[config.mk]
export PLATFORM = sky130hd
export DESIGN_NAME = uart_rx_cfg
export DESIGN_NICKNAME = d
export VERILOG_FILES = /design/src/rtl/uart_rx_cfg.sv
export SDC_FILE = /design/constraint.sdc
export NUM_CORES = 1
export LEC_CHECK = 0
export CAP_MARGIN = 10
export CELL_PAD_IN_SITES_DETAIL_PLACEMENT = 2
export CELL_PAD_IN_SITES_GLOBAL_PLACEMENT = 2
export CORE_MARGIN = 3
export CORE_UTILIZATION = 30
export DETAILED_ROUTE_END_ITERATION = 10
export GPL_ROUTABILITY_DRIVEN = 0
export HOLD_SLACK_MARGIN = 0.03
export PLACE_DENSITY_LB_ADDON = 0.1
export SLEW_MARGIN = 25
export SYNTH_ARGS = -nofsm -noshare
export SYNTH_HDL_FRONTEND = slang
export SYNTH_SLANG_ARGS = --single-unit
[constraint.sdc]
create_clock -name clk -period 3.5 [get_ports clk]
set_clock_uncertainty 0.2 [all_clocks]
set_input_delay 0.875 -clock clk [delete_from_list [all_inputs] [get_ports clk]]
set_output_delay 0.875 -clock clk [all_outputs]
set_load 0.005 [all_outputs]
[src/rtl/uart_rx_cfg.sv]
// Configurable UART receiver: 5-9 data bits, none/odd/even parity, 1/1.5/2 stop bits.
// Oversampled on s_tick, with glitch rejection, error flags and a valid/ack word handshake.
module uart_rx_cfg #(
  parameter int DBIT    = 8,
  parameter int OVS     = 16,
  parameter int SB_TICK = 16,
  parameter int PARITY  = 0
) (
  input  logic            clk,
  input  logic            reset,
  input  logic            s_tick,
  input  logic            rx,
  input  logic            rd_ack,
  output logic [DBIT-1:0] dout,
  output logic            rx_done_tick,
  output logic            rx_valid,
  output logic            parity_err,
  output logic            frame_err,
  output logic            overrun_err
);

  typedef enum logic [2:0] {IDLE, START, DATA, PAR, STOP} state_t;

  localparam logic [5:0] S_HALF = 6'(OVS/2 - 1);
  localparam logic [5:0] S_BIT  = 6'(OVS - 1);
  localparam logic [5:0] S_STOP = 6'(SB_TICK - 1);
  localparam logic [3:0] N_LAST = 4'(DBIT - 1);

  state_t            state_q;
  logic              rx_meta_q, rx_s_q;
  logic [5:0]        s_q;
  logic [3:0]        n_q;
  logic [DBIT-1:0]   shift_q;
  logic              p_bad_q, stop_bad_q;
  logic [DBIT-1:0]   dout_q;
  logic              done_q, valid_q, perr_q, ferr_q, ovr_q;

  logic              frame_done_d;
  logic              stop_bad_d;

  function automatic logic parity_bad(input logic [DBIT-1:0] word, input logic pbit);
    return ((^word) ^ pbit) != (PARITY == 1);
  endfunction

  // With SB_TICK == OVS the stop sample and the completion share one tick,
  // so the completion must see the stop bit being sampled right now.
  always_comb begin
    frame_done_d = s_tick && (state_q == STOP) && (s_q == S_STOP);
    stop_bad_d   = stop_bad_q;
    if (s_q == S_BIT) stop_bad_d = ~rx_s_q;
  end

  always_ff @(posedge clk or negedge reset) begin
    if (!reset) begin
      state_q    <= IDLE;
      rx_meta_q  <= 1'b1;
      rx_s_q     <= 1'b1;
      s_q        <= '0;
      n_q        <= '0;
      shift_q    <= '0;
      p_bad_q    <= 1'b0;
      stop_bad_q <= 1'b0;
      dout_q     <= '0;
      done_q     <= 1'b0;
      valid_q    <= 1'b0;
      perr_q     <= 1'b0;
      ferr_q     <= 1'b0;
      ovr_q      <= 1'b0;
    end else begin
      rx_meta_q <= rx;
      rx_s_q    <= rx_meta_q;
      done_q    <= 1'b0;

      if (s_tick) begin
        case (state_q)
          IDLE: begin
            if (!rx_s_q) begin
              s_q        <= '0;
              n_q        <= '0;
              shift_q    <= '0;
              p_bad_q    <= 1'b0;
              stop_bad_q <= 1'b0;
              state_q    <= START;
            end
          end
          START: begin
            if (s_q == S_HALF) begin
              s_q     <= '0;
              state_q <= rx_s_q ? IDLE : DATA;
            end else begin
              s_q <= s_q + 6'd1;
            end
          end
          DATA: begin
            if (s_q == S_BIT) begin
              s_q     <= '0;
              n_q     <= n_q + 4'd1;
              shift_q <= {rx_s_q, shift_q[DBIT-1:1]};
              if (n_q == N_LAST) state_q <= (PARITY != 0) ? PAR : STOP;
            end else begin
              s_q <= s_q + 6'd1;
            end
          end
          PAR: begin
            if (s_q == S_BIT) begin
              p_bad_q <= parity_bad(shift_q, rx_s_q);
              s_q     <= '0;
              state_q <= STOP;
            end else begin
              s_q <= s_q + 6'd1;
            end
          end
          STOP: begin
            if (s_q == S_BIT) stop_bad_q <= ~rx_s_q;
            if (s_q == S_STOP) begin
              s_q     <= '0;
              state_q <= IDLE;
            end else begin
              s_q <= s_q + 6'd1;
            end
          end
          default: state_q <= IDLE;
        endcase
      end

      // Completion beats a same-cycle rd_ack; newest word always overwrites dout.
      if (frame_done_d) begin
        dout_q  <= shift_q;
        perr_q  <= (PARITY != 0) && p_bad_q;
        ferr_q  <= stop_bad_d;
        done_q  <= 1'b1;
        valid_q <= 1'b1;
        if (valid_q && !rd_ack) ovr_q <= 1'b1;
      end else if (rd_ack && valid_q) begin
        valid_q <= 1'b0;
        ovr_q   <= 1'b0;
      end
    end
  end

  assign dout         = dout_q;
  assign rx_done_tick = done_q;
  assign rx_valid     = valid_q;
  assign parity_err   = perr_q;
  assign frame_err    = ferr_q;
  assign overrun_err  = ovr_q;

endmodule

Figure 1. Sizing map (run 1).
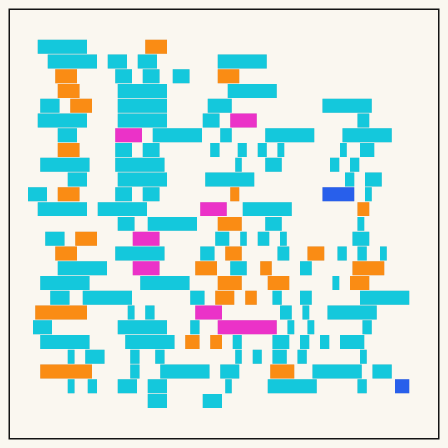
legend:
  cyan:
    size: drive 1 or less
    cells: 118
    share: 77%
  blue:
    size: drive 3 to 4
    cells: 2
    share: 1.3%
  magenta:
    size: drive 6 and up
    cells: 7
    share: 4.5%
  orange:
    size: drive 2
    cells: 27
    share: 18%

Figure 2. Pin map (run 1).
Scale bar: 20 um. Pins as bars across the die edge, other pins in grey.
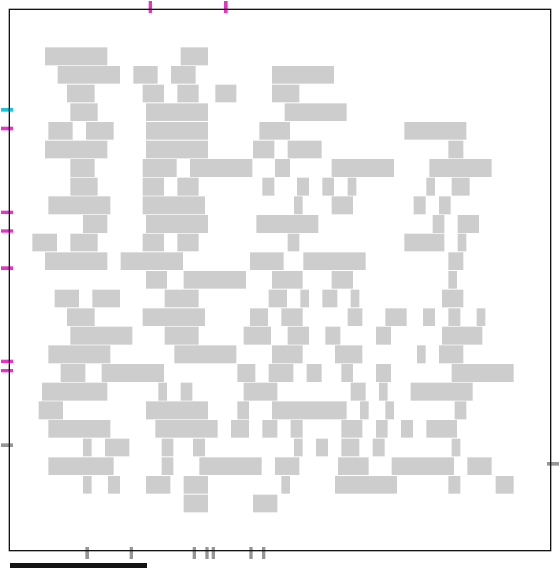
legend:
  magenta:
    port: dout
    pins: 8
    direction: output
    edge: 6 west, 2 north
  cyan:
    port: clk
    pins: 1
    direction: input
    edge: west
all pins by edge: 8 west, 7 south, 2 north, 1 east

==> results_dict.tcl, run 1 <==
# collected from the flow reports
set metrics [dict create \
    simple_gate_share 0.123 \
    crit_type "in -> reg" \
    crit_start "s_tick" \
    overflow 0 \
    finalCriticalPeriod_ps 2710 \
    worstMarginPinSlew_ps 525 \
    holdPathEnd "rx_s_q$_DFF_PN1_" \
    placed_cell_area_sq_um 1810 \
    adder_share 0.0157 \
    wire_per_inst_um 16.4 \
    outcome "complete, no violations" \
    seq-power_mw 0.474 \
    cap_violations 0 \
    fin_area_sq_um 1930 \
    drive_gt1_frac 0.234 \
    post-place-cells 213 \
    finalCritPeriodShare 0.774 \
    clkSinkCount 35 \
    fp_util 0.324 \
    antenna_found_initial 0 \
    crit_arrival_ps 2720 \
    mux_area_frac 0.0778 \
    cts.path.max_buffers 2 \
    yosys_warnings 0 \
    drt-total-wl_um 3620 \
    crit_path_cell_trace "clkdlybuf4s50_1 > inv_1 > a31oi_2 > o211ai_2 > or3_1 > a21oi_1" \
    ioPinCount 18 \
    finish.utilization 0.392 \
    synthToLayoutAreaGrowth_pct 21.1 \
    clk_share 0.0610 \
]
Figure 3. Close-up of the layout (run 1).
Window x 49 to 69, y 49 to 69 um. Cells in grey, sequential cells in the stronger grey; small squares are vias.
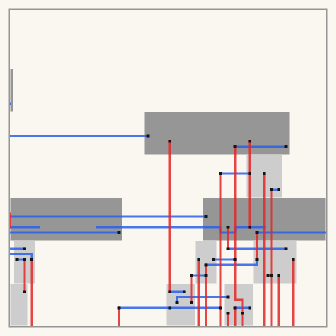
legend:
  blue:
    layer: met1
  red:
    layer: met2
sequential cells in the window: 3
netlist names of flops here include: s_q (2), n_q (1)
most frequent: dfrtp_1 (3)
cells with their middle in the window: 9

run 1: routing by layer:
layer | GRT usage | wire length [um] | up-vias
li1 | - | - | 524
met1 | 0.171 | 1670 | 564
met2 | 0.217 | 1780 | 16
met3 | 0.0408 | 119 | 6
met4 | 0.0412 | 51 | 0
met5 | 0 | 0 | -
run 1: layout by cell type (no fill, tap or decap), types with 2 or more instances in the layout:
cell type        Yosys  routed
dfrtp_1             33      33
nand2_1             10      10
nand3_1              6       6
mux2_2              11      11
clkdlybuf4s50_1      0      16
nand2b_1             2       2
nor3_1               2       2
ha_1                 2       2
or3_1                2       2
o211ai_2             2       2
clkbuf_8             0       6
inv_1                4       4
a21oi_1              5       5
nor2_2               2       2
o21ai_0              8       8
dfstp_2              2       2
nor2_1               3       3
a22o_1              10      10
or2_2                2       2
==> inputs of run 2 (changes only) <==
==> constraint.sdc (replaced) <==
create_clock -name clk -period 2.2 [get_ports clk]
set_clock_uncertainty 0.2 [all_clocks]
set_input_delay 0.55 -clock clk [delete_from_list [all_inputs] [get_ports clk]]
set_output_delay 0.55 -clock clk [all_outputs]
set_load 0.005 [all_outputs]
Figure 4. Sizing map (run 2).
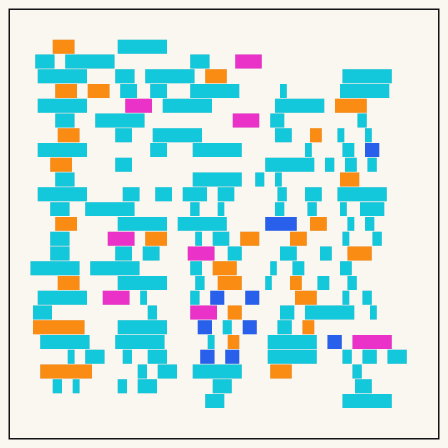
final instance area: 1980 sq um
bufs w/o clock: 24

Figure 5. Placement density heat map (run 2).
8 x 8 tiles, from white (low) to dark blue (high), 0 to 100% covered.
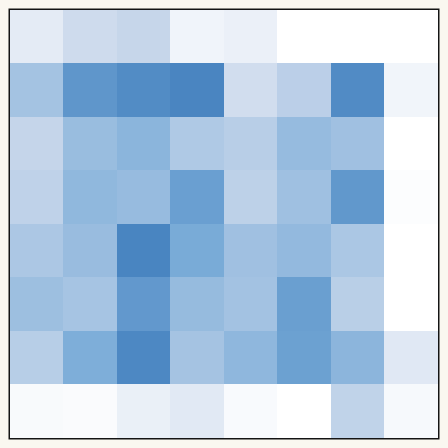
mean over tiles: 31%
fullest tile: 66%
nearly empty tiles: 13%
emptiest ninth of the die: north-east

==> run 2 against run 1 <==
Against the previous run: clock power grew 38%; synthesized cell count is the same; setup slack lost 550 ps; core utilization grew 1.0 points.
==> results_dict.tcl, run 2 <==
# collected from the flow reports
set metrics [dict create \
    adder_share 0.0157 \
    drt-total-wl_um 3800 \
    wire_per_inst_um 16.6 \
    crit_start "s_q[1]$_DFFE_PN0P_" \
    synthToLayoutAreaGrowth_pct 24.3 \
    post-place-cells 220 \
    crit_arrival_ps 1960 \
    mostFrequentLayoutCells "33 x dfrtp_1, 16 x clkdlybuf4s50_1, 11 x mux2_2, 10 x nand2_1, 10 x a22o_1" \
    cp-start-kind "register" \
    hold_viol_final 0 \
    yosys.area.top_type_share 0.519 \
    seq-power_mw 0.755 \
    finish.utilization 0.403 \
    ioPinCount 18 \
    crit_path_cell_trace "ha_1 > nand3_2 > nor3_4 > o211ai_2 > or3_1 > a21oi_1" \
    overflow 0 \
    crit_type "reg -> reg" \
    holdPathEnd "rx_s_q$_DFF_PN1_" \
    yosys_warnings 0 \
    place_ws_ps -34.0 \
    rr_worst_depth 6 \
    placed_cell_area_sq_um 1870 \
    required_ps 2200 \
    finalCriticalPeriod_ps 1960 \
    grt_pass1_wl_um 6710 \
    mux_area_frac 0.0778 \
    rr_startpoint "s_q[1]$_DFFE_PN0P_" \
    outcome "complete, no violations" \
    hp-class "reg -> reg" \
    drive_gt1_frac 0.267 \
    switching_share 0.271 \
    cpPeakStageDelay_ps 420 \
    cts.path.max_buffers 2 \
    finalCritPeriodShare 0.890 \
    cts_resized 0 \
    simple_gate_share 0.123 \
    fp_util 0.324 \
    syn_avg_cell_area_sq_um 11.9 \
    numSynthFlops 35 \
    cap_violations 0 \
    antenna_found_initial 0 \
    synth.most_common_cell "dfrtp_1" \
    final_common_cell "dfrtp_1" \
    clkSinkCount 35 \
    synth_seq_share 0.552 \
    min_path_cells 0 \
    grt_pass1_vias 1343 \
]
[run 2: cell count changes in the layout (fill, tap and decap cells not counted)]
cell,before,now
buf_12,0,1
clkbuf_8,6,7
bufinv_16,1,0
buf_4,1,7
clkinvlp_4,0,1
clkinv_2,1,0
[run 2: area by class of cell]
class	instances	area, sq um
flip-flops and latches	35	878
multi-input cells	90	664
inverters	4	15.0
fillers	521	2930
clock buffers	7	96.3
well taps	67	83.8
repair buffers	24	233
clock inverters	1	7.51
[run 2: metal layers]
layer  part of all wire  up-vias  GRT usage
li1                   -      541          -
met1               0.43      606      0.161
met2               0.52       14      0.251
met3              0.031        6     0.0385
met4              0.018        0     0.0515
met5                  0        -          0
No activity file was given, so power comes from the tool's default toggle rates.
